File: src/rtl/alu_pkg.sv
// alu_iter shared types: op codes, FSM states and the single-cycle evaluator.
// Evaluator works on up to 64-bit operands and masks to the requested width.
package alu_pkg;

  typedef enum logic [2:0] {
    OP_NOP = 3'b000,
    OP_ADD = 3'b001,
    OP_SUB = 3'b010,
    OP_AND = 3'b011,
    OP_OR  = 3'b100,
    OP_SLL = 3'b101,
    OP_SLT = 3'b110,
    OP_MUL = 3'b111
  } op_e;

  typedef enum logic [1:0] {
    S_IDLE,
    S_CALC,
    S_DONE
  } state_e;

  typedef struct packed {
    logic [63:0] res;
    logic        carry;
    logic        ovf;
  } alu_res_t;

  // w must be a power of two in 4..64; MUL/NOP yield zero here
  function automatic alu_res_t alu_eval(
    input op_e         op,
    input logic [63:0] a_in,
    input logic [63:0] b_in,
    input int unsigned w
  );
    alu_res_t    r;
    logic [63:0] m;
    logic [63:0] a;
    logic [63:0] b;
    logic [64:0] s;
    logic [5:0]  msb;
    logic [6:0]  wi;
    logic [5:0]  sh;
    logic        sa;
    logic        sb;
    r   = '0;
    s   = '0;
    msb = 6'(w - 1);
    wi  = 7'(w);
    m   = (w >= 64) ? '1 : ((64'd1 << w) - 64'd1);
    a   = a_in & m;
    b   = b_in & m;
    sa  = a[msb];
    sb  = b[msb];
    sh  = 6'(b) & msb;
    unique case (1'b1)
      op == OP_ADD: begin
        s       = {1'b0, a} + {1'b0, b};
        r.res   = s[63:0] & m;
        r.carry = s[wi];
        r.ovf   = (sa == sb) && (r.res[msb] != sa);
      end
      op == OP_SUB: begin
        s       = {1'b0, a} - {1'b0, b};
        r.res   = s[63:0] & m;
        r.carry = a < b;
        r.ovf   = (sa != sb) && (r.res[msb] != sa);
      end
      op == OP_AND: r.res = a & b;
      op == OP_OR:  r.res = a | b;
      op == OP_SLL: r.res = (a << sh) & m;
      op == OP_SLT: r.res = 64'((sa != sb) ? sa : (a < b));
      default: r = '0;
    endcase
    return r;
  endfunction

endpackage

File: src/rtl/alu_mul_iter.sv
// Iterative shift-add unsigned multiplier, one partial product per step.
// done flags the final step; prod is the accumulator value after this step.
module alu_mul_iter
  import alu_pkg::*;
#(
  parameter int WIDTH = 8
) (
  input  logic               clk,
  input  logic               rst_n,
  input  logic               start,
  input  logic               step,
  input  logic [WIDTH-1:0]   a,
  input  logic [WIDTH-1:0]   b,
  output logic               done,
  output logic [2*WIDTH-1:0] prod
);

  localparam int CW = $clog2(WIDTH) + 1;

  logic [2*WIDTH-1:0] acc;
  logic [2*WIDTH-1:0] mc;
  logic [WIDTH-1:0]   mp;
  logic [CW-1:0]      cnt;

  assign prod = acc + (mp[0] ? mc : '0);
  assign done = step && (cnt == CW'(WIDTH - 1));

  // load operands on start, then shift and accumulate per step
  always_ff @(posedge clk or negedge rst_n) begin
    if (!rst_n) begin
      acc <= '0;
      mc  <= '0;
      mp  <= '0;
      cnt <= '0;
    end else if (start) begin
      acc <= '0;
      mc  <= {{WIDTH{1'b0}}, a};
      mp  <= b;
      cnt <= '0;
    end else if (step) begin
      acc <= prod;
      mc  <= mc << 1;
      mp  <= mp >> 1;
      cnt <= cnt + CW'(1);
    end
  end

endmodule

File: src/rtl/alu_iter.sv
// Sequential ALU with valid/ready operand and result handshakes.
// Define ALU_MUL_EN to enable the iterative multiply on op 111.
module alu_iter
  import alu_pkg::*;
#(
  parameter int WIDTH = 8
) (
  input  logic             clk,
  input  logic             reset,
  input  logic             in_valid,
  output logic             in_ready,
  input  logic [2:0]       op,
  input  logic [WIDTH-1:0] a,
  input  logic [WIDTH-1:0] b,
  output logic             out_valid,
  input  logic             out_ready,
  output logic [WIDTH-1:0] result,
  output logic             flag_zero,
  output logic             flag_carry,
  output logic             flag_ovf,
  output logic             busy
);

  state_e           st;
  state_e           st_n;
  alu_res_t         ev;
  logic             ld;
  logic [WIDTH-1:0] res_n;
  logic             cy_n;
  logic             ov_n;
  logic             unused_ev;

  assign ev        = alu_eval(op_e'(op), 64'(a), 64'(b), WIDTH);
  assign unused_ev = ^ev.res;
  assign in_ready  = (st == S_IDLE);
  assign out_valid = (st == S_DONE);
  assign busy      = (st != S_IDLE);

`ifdef ALU_MUL_EN
  logic               mul_start;
  logic               mul_step;
  logic               mul_done;
  logic [2*WIDTH-1:0] mul_prod;

  assign mul_step = (st == S_CALC);

  alu_mul_iter #(.WIDTH(WIDTH)) u_mul (
    .clk   (clk),
    .rst_n (reset),
    .start (mul_start),
    .step  (mul_step),
    .a     (a),
    .b     (b),
    .done  (mul_done),
    .prod  (mul_prod)
  );
`endif

  // next state and result load decode
  always_comb begin
    st_n  = st;
    ld    = 1'b0;
    res_n = '0;
    cy_n  = 1'b0;
    ov_n  = 1'b0;
`ifdef ALU_MUL_EN
    mul_start = 1'b0;
`endif
    unique case (st)
      S_IDLE: begin
        if (in_valid) begin
`ifdef ALU_MUL_EN
          if (op == OP_MUL) begin
            st_n      = S_CALC;
            mul_start = 1'b1;
          end else
`endif
          begin
            st_n  = S_DONE;
            ld    = 1'b1;
            res_n = ev.res[WIDTH-1:0];
            cy_n  = ev.carry;
            ov_n  = ev.ovf;
          end
        end
      end
      S_CALC: begin
`ifdef ALU_MUL_EN
        if (mul_done) begin
          st_n  = S_DONE;
          ld    = 1'b1;
          res_n = mul_prod[WIDTH-1:0];
          cy_n  = |mul_prod[2*WIDTH-1:WIDTH];
        end
`else
        st_n = S_IDLE;
`endif
      end
      S_DONE: begin
        if (out_ready) st_n = S_IDLE;
      end
      default: st_n = S_IDLE;
    endcase
  end

  // state register; result and flags only move on entry to DONE
  always_ff @(posedge clk or negedge reset) begin
    if (!reset) begin
      st         <= S_IDLE;
      result     <= '0;
      flag_zero  <= 1'b0;
      flag_carry <= 1'b0;
      flag_ovf   <= 1'b0;
    end else begin
      st <= st_n;
      if (ld) begin
        result     <= res_n;
        flag_zero  <= (res_n == '0);
        flag_carry <= cy_n;
        flag_ovf   <= ov_n;
      end
    end
  end

endmodule

File: config.mk
export PLATFORM = sky130hd
export DESIGN_NAME = alu_iter
export DESIGN_NICKNAME = d
export VERILOG_FILES = /design/src/rtl/alu_pkg.sv /design/src/rtl/alu_mul_iter.sv /design/src/rtl/alu_iter.sv
export SDC_FILE = /design/constraint.sdc
export NUM_CORES = 1
export LEC_CHECK = 0
export ABC_AREA = 1
export CAP_MARGIN = 15
export CORE_MARGIN = 4
export CORE_UTILIZATION = 55
export CTS_BUF_LIST = sky130_fd_sc_hd__clkbuf_8 sky130_fd_sc_hd__clkbuf_16
export CTS_CLUSTER_SIZE = 40
export DETAILED_ROUTE_END_ITERATION = 8
export PLACE_DENSITY = 0.83
export SLEW_MARGIN = 5
export SYNTH_ARGS = -nofsm -noshare
export SYNTH_HDL_FRONTEND = slang
export SYNTH_HIERARCHICAL = 1
export SYNTH_SLANG_ARGS = --single-unit
File: constraint.sdc
create_clock -name clk -period 2.4 [get_ports clk]
set_clock_uncertainty 0.15 [all_clocks]
set_input_delay 0.72 -clock clk [delete_from_list [all_inputs] [get_ports clk]]
set_output_delay 0.72 -clock clk [all_outputs]
set_load 0.02 [all_outputs]
==> run notes <==
• 528 — violation count after the first detailed-routing iteration
• 69.55 um — Die Width
• logic gates — Max-area cell class
• ha_1 — largest area contributor in the netlist
• 2560 ps — data arrival time of the critical path
• 0.000862 W — power in combinational cells
• 13 — pin count of the biggest net entering global routing
• finished, violations left — outcome
• flip-flop to flip-flop — path class of the lowest-slack min-delay path
• 4 — number of clock buffers in the layout
• 0.09189 — Compound-Gate Fraction of Synth Area
• 0.4450 — simple-gate share of the synthesized area
• result[1] — Min-Delay Endpoint
• result — register ranked first by flip-flop count
• 0.01622 — clock network area share
• 6.351 sq um — per-instance average area after synthesis
• 22 — row count
• 2819 — via count of the first global-routing pass
• 0 — final hold violation count
• 82 — DRC violation count after routing
• 0 — total congestion overflow after global routing
• 12700 um — global-route wire length before repair
• 2590 ps — final worst path period need
• 69.55 um — Die Ht
• 0.1682 — Yosys top cell area share
• 21.43 um — wire length per cell after detailed routing
• 1 — number of cells on the worst hold path
• 355.5 ps — WHS
• 0.0007599 W — internal power
• 0.2740 — buffer share of cell area
• st[1] — Crit Reg-Reg Startpoint
• met2 — grt peak-use layer
• 6 — Warnings, synthesis
• -189.9 ps — final worst-path setup slack
• 50 ps — clock slew at reported path FFs
• design-rule violations, negative setup slack — violations in the final reports
• 3 — critical path fanouts, max
• 78 — number of gates resized after CTS
• 0.0005957 W — sw power
• 483 — Net count, final
• 0.000271 W — power dissipated in sequential cells
• 0.1441 — sequential fraction of the synthesis area
• 108 — count of plain and timing-repair buffers in the layout
• input port to flip-flop — CP Class
• 50 — Non-clock inverters
• 124 — filler cell count
• 0.001356 W — total design power
• combinational logic — Top Consumer
• 0.04493 — met3 usage
• 2083 sq um — area figure in the yosys stat output
• buf_4 — most frequent logic cell in the layout
• 37 — IO Pins
• 0.200 — relative contribution of sequential cells to total power
• met4 — max layer used
• 255 — number of multi-input logic gates
• 3 — final setup fails
• 3393 sq um — final non-filler cell area
• 360 ps — maximum cell stage delay along the critical path
• 690 ps — reg2reg setup slack
• 62.88% — Area growth syn-to-layout
• 10220 um — DRT Wirelength
• 85 x nand2_1, 48 x nand3_1, 36 x inv_1 — top cells by count, synth
• 9 — first-pass detailed-route iteration total
• 6 — number of buffers inserted by post-CTS setup repair
• 2083 sq um — post-synthesis instance area
• 0.3508 — global-route track usage on met1
• dfrtp_1 — top_reg_cell synth
• flip-flop — nature of the critical path endpoint
• 5306 um — Post-DP HPWL
• 0.1833 mV — worst-case vdd ir drop
• 2 — maximum root-to-sink buffer count
• -257.6 ps — Post-Route Setup TNS
• result[1] — origin of the worst min-delay path
• 0 — number of pins with negative max-slew slack in the final report
• 0.08850 — register share of the cell area
• 300.3 sq um — Sequential Area
• 0.3217 — total routing resource utilization after global routing
### Sizing map

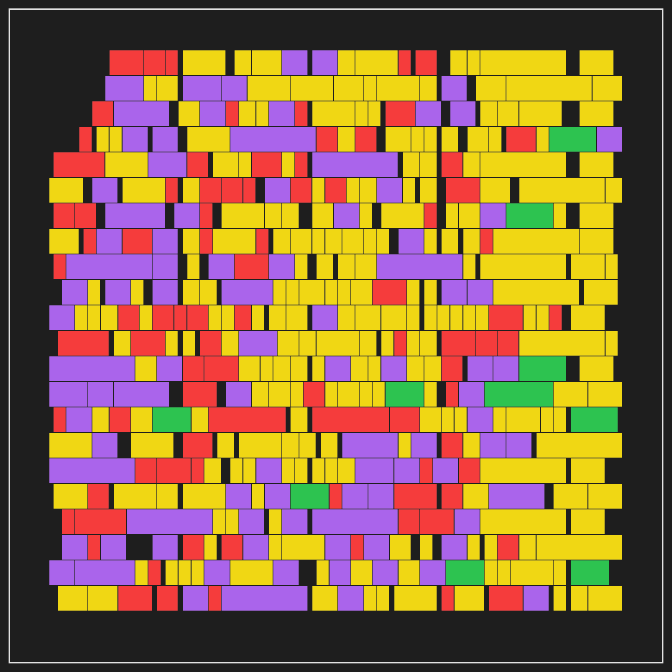
_2 cells: in red, cells 88, share 21%. _0 and _1 cells: in yellow, cells 239, share 56%. _6 and larger: in green, cells 10, share 2.3%. _3 and _4 cells: in purple, cells 92, share 21%.

### Placed standard cells

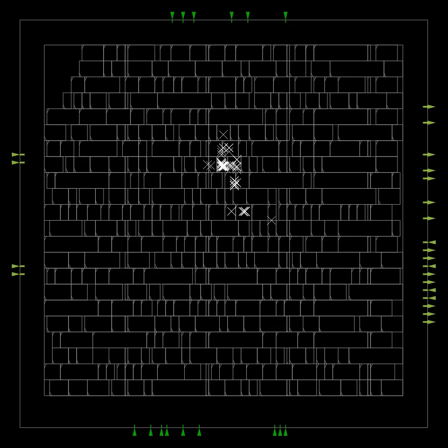
number of flip-flops and latches: 12
number of well taps: 48
non-filler instance count after layout: 477
fin util: 0.9269
Core Box Area: 3661 sq um

### Routed clock nets over the placement

The bar under the picture is 20 um long.
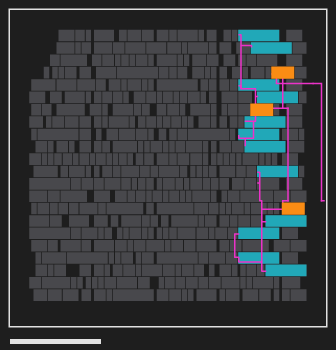
clock wires: in magenta, length 167 um. clock drivers: in orange, count 3. flip-flops: in cyan, count 12.
There are 4 routed clock nets.

### Close-up of the layout

The bar under the picture is 10 um long. Region (22, 36) to (47, 61) um. Cells in gray, sequential cells in the stronger gray; small squares are vias.
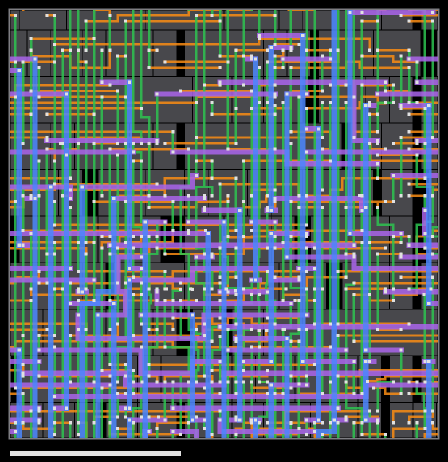
metal 3: in purple. metal 2: in green. metal 1: in orange. metal 4: in blue.
Most frequent: nand2_1 (19), nand3_1 (10), buf_4 (9). Sequential cells in the window: 0. 87 logic cells have their middle in the window.

Power is estimated from default activity; no workload was simulated.
